===== src/rtl/apb_slave_if.sv =====
// rtl/apb_slave_if.sv - APB bus signals between a master and the apb_slave completer
interface apb_slave_if;
   logic [31:0] PADDR;
   logic        PSELx;
   logic        PENABLE;
   logic        PWRITE;
   logic [31:0] PWDATA;
   logic [31:0] PRDATA;
   logic        PREADY;
   logic        PSLVERR;

   modport master (
      output PADDR, PSELx, PENABLE, PWRITE, PWDATA,
      input  PRDATA, PREADY, PSLVERR
   );

   modport slave (
      input  PADDR, PSELx, PENABLE, PWRITE, PWDATA,
      output PRDATA, PREADY, PSLVERR
   );
endinterface


===== src/rtl/apb_slave.sv =====
// rtl/apb_slave.sv - APB completer with word-addressed register file, wait states and error response
module apb_slave #(
   parameter int          NUM_REGS       = 16,
   parameter int          WAIT_STATES    = 0,
   parameter logic [31:0] FORBIDDEN_ADDR = 32'h0000_CACA,
   localparam int         IDXW           = $clog2(NUM_REGS)
) (
   input  logic            i_clk,
   input  logic            i_reset,
   apb_slave_if.slave      apb,
   output logic            o_wr_en,
   output logic [IDXW-1:0] o_wr_idx,
   output logic [31:0]     o_wr_data,
   output logic [7:0]      o_err_count
);

   typedef enum logic [1:0] {IDLE, ACCESS, DONE} state_t;

   state_t            state_q, state_d;
   logic [3:0]        cnt_q, cnt_d;
   logic [IDXW-1:0]   idx_q, idx_d;
   logic [31:0]       wdata_q, wdata_d;
   logic              write_q, write_d;
   logic              err_q, err_d;

   logic [31:0]       prdata_d;
   logic              pready_d;
   logic              pslverr_d;
   logic              wr_en_d;
   logic [IDXW-1:0]   wr_idx_d;
   logic [31:0]       wr_data_d;
   logic [7:0]        err_count_d;

   logic [31:0]       regs [NUM_REGS];

   logic              setup;
   logic              setup_err;
   logic [31:0]       setup_rd;
   logic [31:0]       acc_rd;

   function automatic logic addr_err(input logic [31:0] a);
      return (a[1:0] != 2'b00)
          || ({2'b00, a[31:2]} >= 32'(NUM_REGS))
          || (a == FORBIDDEN_ADDR);
   endfunction

   assign setup     = apb.PSELx && !apb.PENABLE;
   assign setup_err = addr_err(apb.PADDR);
   assign setup_rd  = regs[apb.PADDR[2 +: IDXW]];
   assign acc_rd    = regs[idx_q];

   always_comb begin
      state_d     = state_q;
      cnt_d       = cnt_q;
      idx_d       = idx_q;
      wdata_d     = wdata_q;
      write_d     = write_q;
      err_d       = err_q;
      prdata_d    = apb.PRDATA;
      pready_d    = apb.PREADY;
      pslverr_d   = apb.PSLVERR;
      wr_en_d     = 1'b0;
      wr_idx_d    = o_wr_idx;
      wr_data_d   = o_wr_data;
      err_count_d = o_err_count;

      case (state_q)
         IDLE, DONE: begin
            state_d   = IDLE;
            prdata_d  = 32'h0;
            pready_d  = 1'b0;
            pslverr_d = 1'b0;
            if (setup) begin
               state_d = ACCESS;
               cnt_d   = 4'(WAIT_STATES);
               idx_d   = apb.PADDR[2 +: IDXW];
               wdata_d = apb.PWDATA;
               write_d = apb.PWRITE;
               err_d   = setup_err;
               // Zero-wait transfers answer in the very first access cycle.
               if (WAIT_STATES == 0) begin
                  pready_d  = 1'b1;
                  pslverr_d = setup_err;
                  prdata_d  = (setup_err || apb.PWRITE) ? 32'h0 : setup_rd;
               end
            end
         end

         ACCESS: begin
            if (!apb.PSELx) begin
               state_d   = IDLE;
               cnt_d     = 4'd0;
               prdata_d  = 32'h0;
               pready_d  = 1'b0;
               pslverr_d = 1'b0;
            end else if (apb.PREADY) begin
               if (apb.PENABLE) begin
                  state_d   = DONE;
                  prdata_d  = 32'h0;
                  pready_d  = 1'b0;
                  pslverr_d = 1'b0;
                  if (err_q) begin
                     if (o_err_count != 8'hFF) err_count_d = o_err_count + 8'd1;
                  end else if (write_q) begin
                     wr_en_d   = 1'b1;
                     wr_idx_d  = idx_q;
                     wr_data_d = wdata_q;
                  end
               end
            end else begin
               cnt_d = (cnt_q == 4'd0) ? 4'd0 : cnt_q - 4'd1;
               if (cnt_q <= 4'd1) begin
                  pready_d  = 1'b1;
                  pslverr_d = err_q;
                  prdata_d  = (err_q || write_q) ? 32'h0 : acc_rd;
               end
            end
         end

         default: state_d = IDLE;
      endcase
   end

   always_ff @(posedge i_clk) begin
      if (i_reset) begin
         state_q     <= IDLE;
         cnt_q       <= 4'd0;
         idx_q       <= '0;
         wdata_q     <= 32'h0;
         write_q     <= 1'b0;
         err_q       <= 1'b0;
         apb.PRDATA  <= 32'h0;
         apb.PREADY  <= 1'b0;
         apb.PSLVERR <= 1'b0;
         o_wr_en     <= 1'b0;
         o_wr_idx    <= '0;
         o_wr_data   <= 32'h0;
         o_err_count <= 8'h0;
         for (int i = 0; i < NUM_REGS; i++) regs[i] <= 32'h0;
      end else begin
         state_q     <= state_d;
         cnt_q       <= cnt_d;
         idx_q       <= idx_d;
         wdata_q     <= wdata_d;
         write_q     <= write_d;
         err_q       <= err_d;
         apb.PRDATA  <= prdata_d;
         apb.PREADY  <= pready_d;
         apb.PSLVERR <= pslverr_d;
         o_wr_en     <= wr_en_d;
         o_wr_idx    <= wr_idx_d;
         o_wr_data   <= wr_data_d;
         o_err_count <= err_count_d;
         if (wr_en_d) regs[wr_idx_d] <= wr_data_d;
      end
   end

endmodule


===== src/flat_wrapper.sv =====
// flat-port wrapper written by rule: the top's interface ports become plain ports
module apb_slave_flat 
#(
   parameter int          NUM_REGS       = 16,
   parameter int          WAIT_STATES    = 0,
   parameter logic [31:0] FORBIDDEN_ADDR = 32'h0000_CACA,
   localparam int         IDXW           = $clog2(NUM_REGS)
)
  (i_clk, i_reset, o_wr_en, o_wr_idx, o_wr_data, o_err_count, apb_PADDR, apb_PSELx, apb_PENABLE, apb_PWRITE, apb_PWDATA, apb_PRDATA, apb_PREADY, apb_PSLVERR);
  apb_slave_if apb_i ();
  input  logic i_clk;
  input  logic i_reset;
  output logic o_wr_en;
  output logic [IDXW-1:0] o_wr_idx;
  output logic [31:0] o_wr_data;
  output logic [7:0] o_err_count;
  input wire logic [$bits(apb_i.PADDR)-1:0] apb_PADDR;
  input wire logic [$bits(apb_i.PSELx)-1:0] apb_PSELx;
  input wire logic [$bits(apb_i.PENABLE)-1:0] apb_PENABLE;
  input wire logic [$bits(apb_i.PWRITE)-1:0] apb_PWRITE;
  input wire logic [$bits(apb_i.PWDATA)-1:0] apb_PWDATA;
  output wire logic [$bits(apb_i.PRDATA)-1:0] apb_PRDATA;
  output wire logic [$bits(apb_i.PREADY)-1:0] apb_PREADY;
  output wire logic [$bits(apb_i.PSLVERR)-1:0] apb_PSLVERR;
  assign apb_i.PADDR = apb_PADDR;
  assign apb_i.PSELx = apb_PSELx;
  assign apb_i.PENABLE = apb_PENABLE;
  assign apb_i.PWRITE = apb_PWRITE;
  assign apb_i.PWDATA = apb_PWDATA;
  assign apb_PRDATA = apb_i.PRDATA;
  assign apb_PREADY = apb_i.PREADY;
  assign apb_PSLVERR = apb_i.PSLVERR;
  apb_slave #(.NUM_REGS(NUM_REGS), .WAIT_STATES(WAIT_STATES), .FORBIDDEN_ADDR(FORBIDDEN_ADDR)) u_core (.i_clk(i_clk), .i_reset(i_reset), .apb(apb_i), .o_wr_en(o_wr_en), .o_wr_idx(o_wr_idx), .o_wr_data(o_wr_data), .o_err_count(o_err_count));
endmodule

===== config.mk =====
export PLATFORM = sky130hd
export DESIGN_NAME = apb_slave_flat
export DESIGN_NICKNAME = d
export VERILOG_FILES = /design/src/rtl/apb_slave_if.sv /design/src/rtl/apb_slave.sv /design/src/flat_wrapper.sv
export SDC_FILE = /design/constraint.sdc
export NUM_CORES = 1
export LEC_CHECK = 0
export CORE_MARGIN = 4
export CORE_UTILIZATION = 50
export DETAILED_ROUTE_END_ITERATION = 6
export PLACE_DENSITY = 0.65
export SYNTH_ARGS = -nofsm -noshare
export SYNTH_HDL_FRONTEND = slang
export SYNTH_SLANG_ARGS = --single-unit
export TNS_END_PERCENT = 100

===== constraint.sdc =====
create_clock -name i_clk -period 3.8 [get_ports i_clk]
set_input_delay 0.76 -clock i_clk [delete_from_list [all_inputs] [get_ports i_clk]]
set_output_delay 0.76 -clock i_clk [all_outputs]
set_load 0.02 [all_outputs]

### Met3 routing

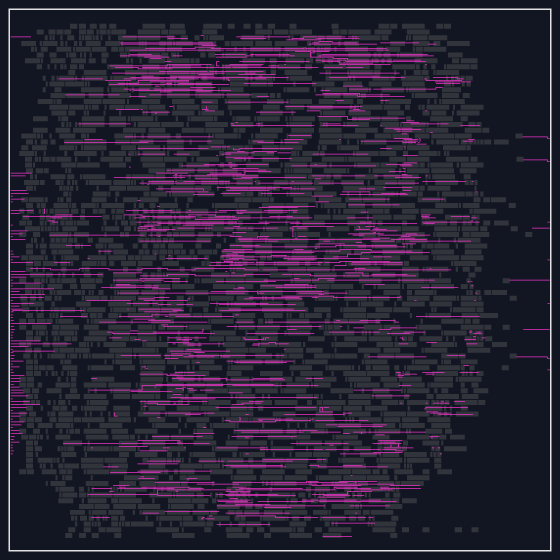
wire length on this layer: 11,300 um
main direction: horizontal
share of all routed wire: 12%

### Cells by drive strength

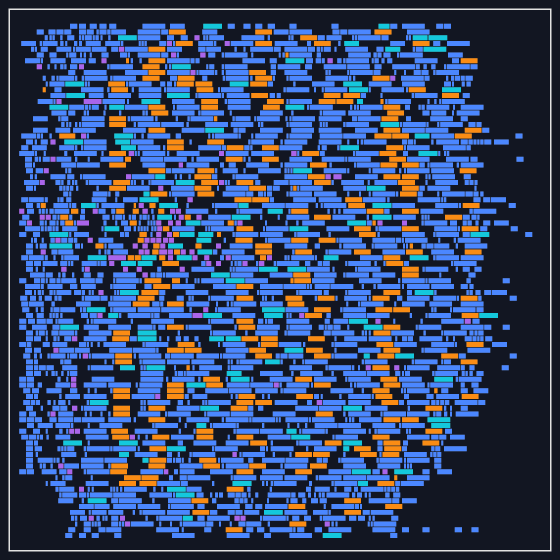
| colour | size | cells |
|---|---|---|
| cyan | drive 6 and up | 118 |
| blue | drive 1 or less | 1,941 |
| orange | drive 2 | 272 |
| purple | drive 3 to 4 | 119 |
Final Cell Area: 35,400 um2
synthesis-to-finish area growth: 17.4%

### Gate-type map

Scale bar: 100 um.
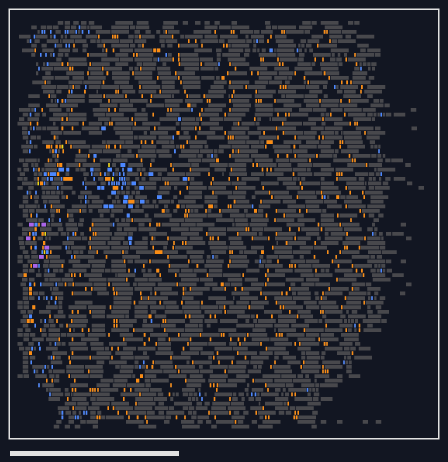
| colour | family | cells |
|---|---|---|
| purple | XOR/XNOR gates | 6 |
| yellow | inverters | 6 |
| orange | NOR gates | 614 |
| blue | NAND gates | 167 |
Top cell excl fill/tap: nor2_1
logic share of the area: 0.323
final cell count without fillers: 3,223

### Routing congestion map

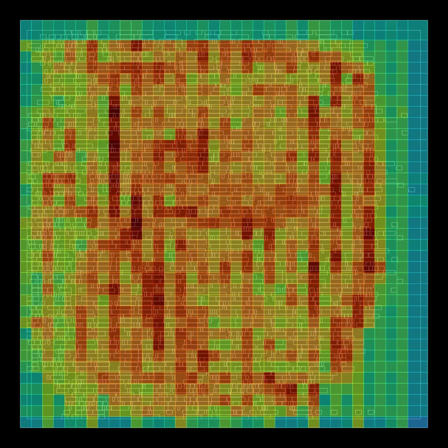
gr busiest metal: met2
M1 GR Usage: 0.404
Tot GR Track Use: 0.291
met3 GRT Util: 0.0668
met2 GRT Util: 0.464

## through the flow
step                cell area (um2)  hold WS (ns)  worst slack, ns
global placement              33200         0.442            0.279
detailed placement            33200         0.447            0.266
global route                  35400         0.475            0.707
floorplan                     30200         0.436            0.740
finish                        35400         0.455            0.825
CTS                           35400         0.455            0.899
## layout make-up
cell class / count / area [um2]
fillers: 4555 / 23900
flip-flops and latches: 639 / 17900
multi-input cells: 1397 / 11400
repair buffers: 280 / 2810
clock buffers: 96 / 1970
well taps: 773 / 967
clock inverters: 32 / 308
inverters: 6 / 22.5
## worst max-delay path: stages
cell and delay (ns):
clkdlybuf4s50_1 0.60, nand3b_2 0.22, or4_1 0.64, inv_2 0.11
and3_1 0.23, nand2_1 0.14, nand2b_2 0.36, buf_12 0.22
==> job_summary.md <==
### Flow metrics

| Metric | Value |
|---|---|
| Drc violations | 0 |
| Drt wl/cell | 29.2 um |
| Top layer in use | met4 |
| Period minus WS final | 2.97 ns |
| Fin Setup TNS | 0 ns |
| Routed length on met3 | 11.3 mm |
| H-tree depth reported by CTS | 3 |
| Final HPWL DP | 56.0 mm |
| Hold_buf cts | 0 |
| Post-Syn Area | 30,200 um2 |
| Net Sw Frac | 0.225 |
| Final core utilization | 0.597 |
| Leak | 0.0117 uW |
| Simple-Gate Fraction of Synth Area | 0.106 |
| Slew HR | 0.308 |
| Ports | 148 |
| Register share after synthesis | 0.593 |
| GRT Residual Overflow | 0 |
| Ys flop type | edfxtp_1 |
| Cell area leaders | edfxtp_1 51%, mux4_2 17%, dfxtp_1 8.4% |
| Share of layout cells above drive strength 1 | 0.208 |
| Worst Min Path Start | u_core.wdata_q[31] |
| Worst-path maximum fanout | 13 |
| Worst Setup End Kind | flop |
| Core Region | 59,400 um2 |
| Post-synthesis cell count | 2,247 |
| TritonCTS Buffers | 69 |
| Post-CTS Setup Inserts | 0 |
| RSZ-0062 raised after global routing | false |
| Core Util at FP | 0.509 |
| DR vias | 21,100 |
| Most frequent cells after synthesis | 577 x nor2_1, 512 x edfxtp_1, 231 x mux4_2 |
| Worst setup SP type | input pin |
| Flops after synth | 639 |
| Crit Path Category | input pin to flop |
| Least-Margin Pin Slew | 1.04 ns |
| Post-layout power | 15,900 uW |
| WP data arrival | 3.28 ns |
| Met2 WL | 44.6 mm |
| Cell type with the largest total area | edfxtp_1 |
| Clock root buffer | clkbuf_16 |
| Cell with the most instances after synthesis | nor2_1 |
| Placer Congestion | 0.839 |
| Most numerous logic cells after layout | 575 x nor2_1, 512 x edfxtp_1, 231 x mux4_2, 144 x clkdlybuf4s50_1, 130 x nand2_1 |
| Pwr per Cell Area | 448 nW/um2 |
| Mux area share | 0.211 |
| DR vias/cell | 6.54 |
| Logic power comb | 1190 uW |
| Fin nets | 2,463 |
| Worst hold path class | flop to flop |
| Latency at later pin | 0.61 ns |
| Die Y | 254 um |
| Drt first pass iters | 6 |
| Hold EP | u_core.wdata_q[31] |
| Hold path depth | 2 |
| Sw Pwr | 3570 uW |
| Clock power share | 0.427 |
| Syn avg cell area | 13.4 um2 |
| Max reg flops | 512 |
| Post-CTS Resized | 0 |
| Max Cap Violations | 0 |
| Final Hold Fails | 0 |
| Max Clk Rate | 336 MHz |
| Initial DRC Count | 2,892 |
| OpenROAD warnings | 26 |
| Total number of yosys warnings | 0 |
| Clock skew | 0.0176 ns |
| Overall die width | 254 um |
| Max-area cell share | 0.509 |
| Die Footprint | 64,400 um2 |
| Row count | 89 |
| Ys cells | 2,247 |
| Xor+xnor area frac | 0.00174 |
| Placed cells | 3,095 |
| Worst R2R Setup Slack | 1.08 ns |
| Post-Syn Nets | 2,317 |
| Adder share | 0.000414 |
| Netlist cell types | 50 |
| Clock transition at path regs | 0.06 ns |
| CTS tree | built |
| Asr flop ratio synth | 0 |
| Buffers on Ports | 147 |
| Reg power frac | 0.497 |
| Synthesis area per yosys | 30,200 um2 |
| Largest net degree at the start of global routing | 66 |
| Status | complete, no violations |
| R2R cell count | 7 |
| P_seq | 7880 uW |
No activity file was given, so power comes from the tool's default toggle rates.
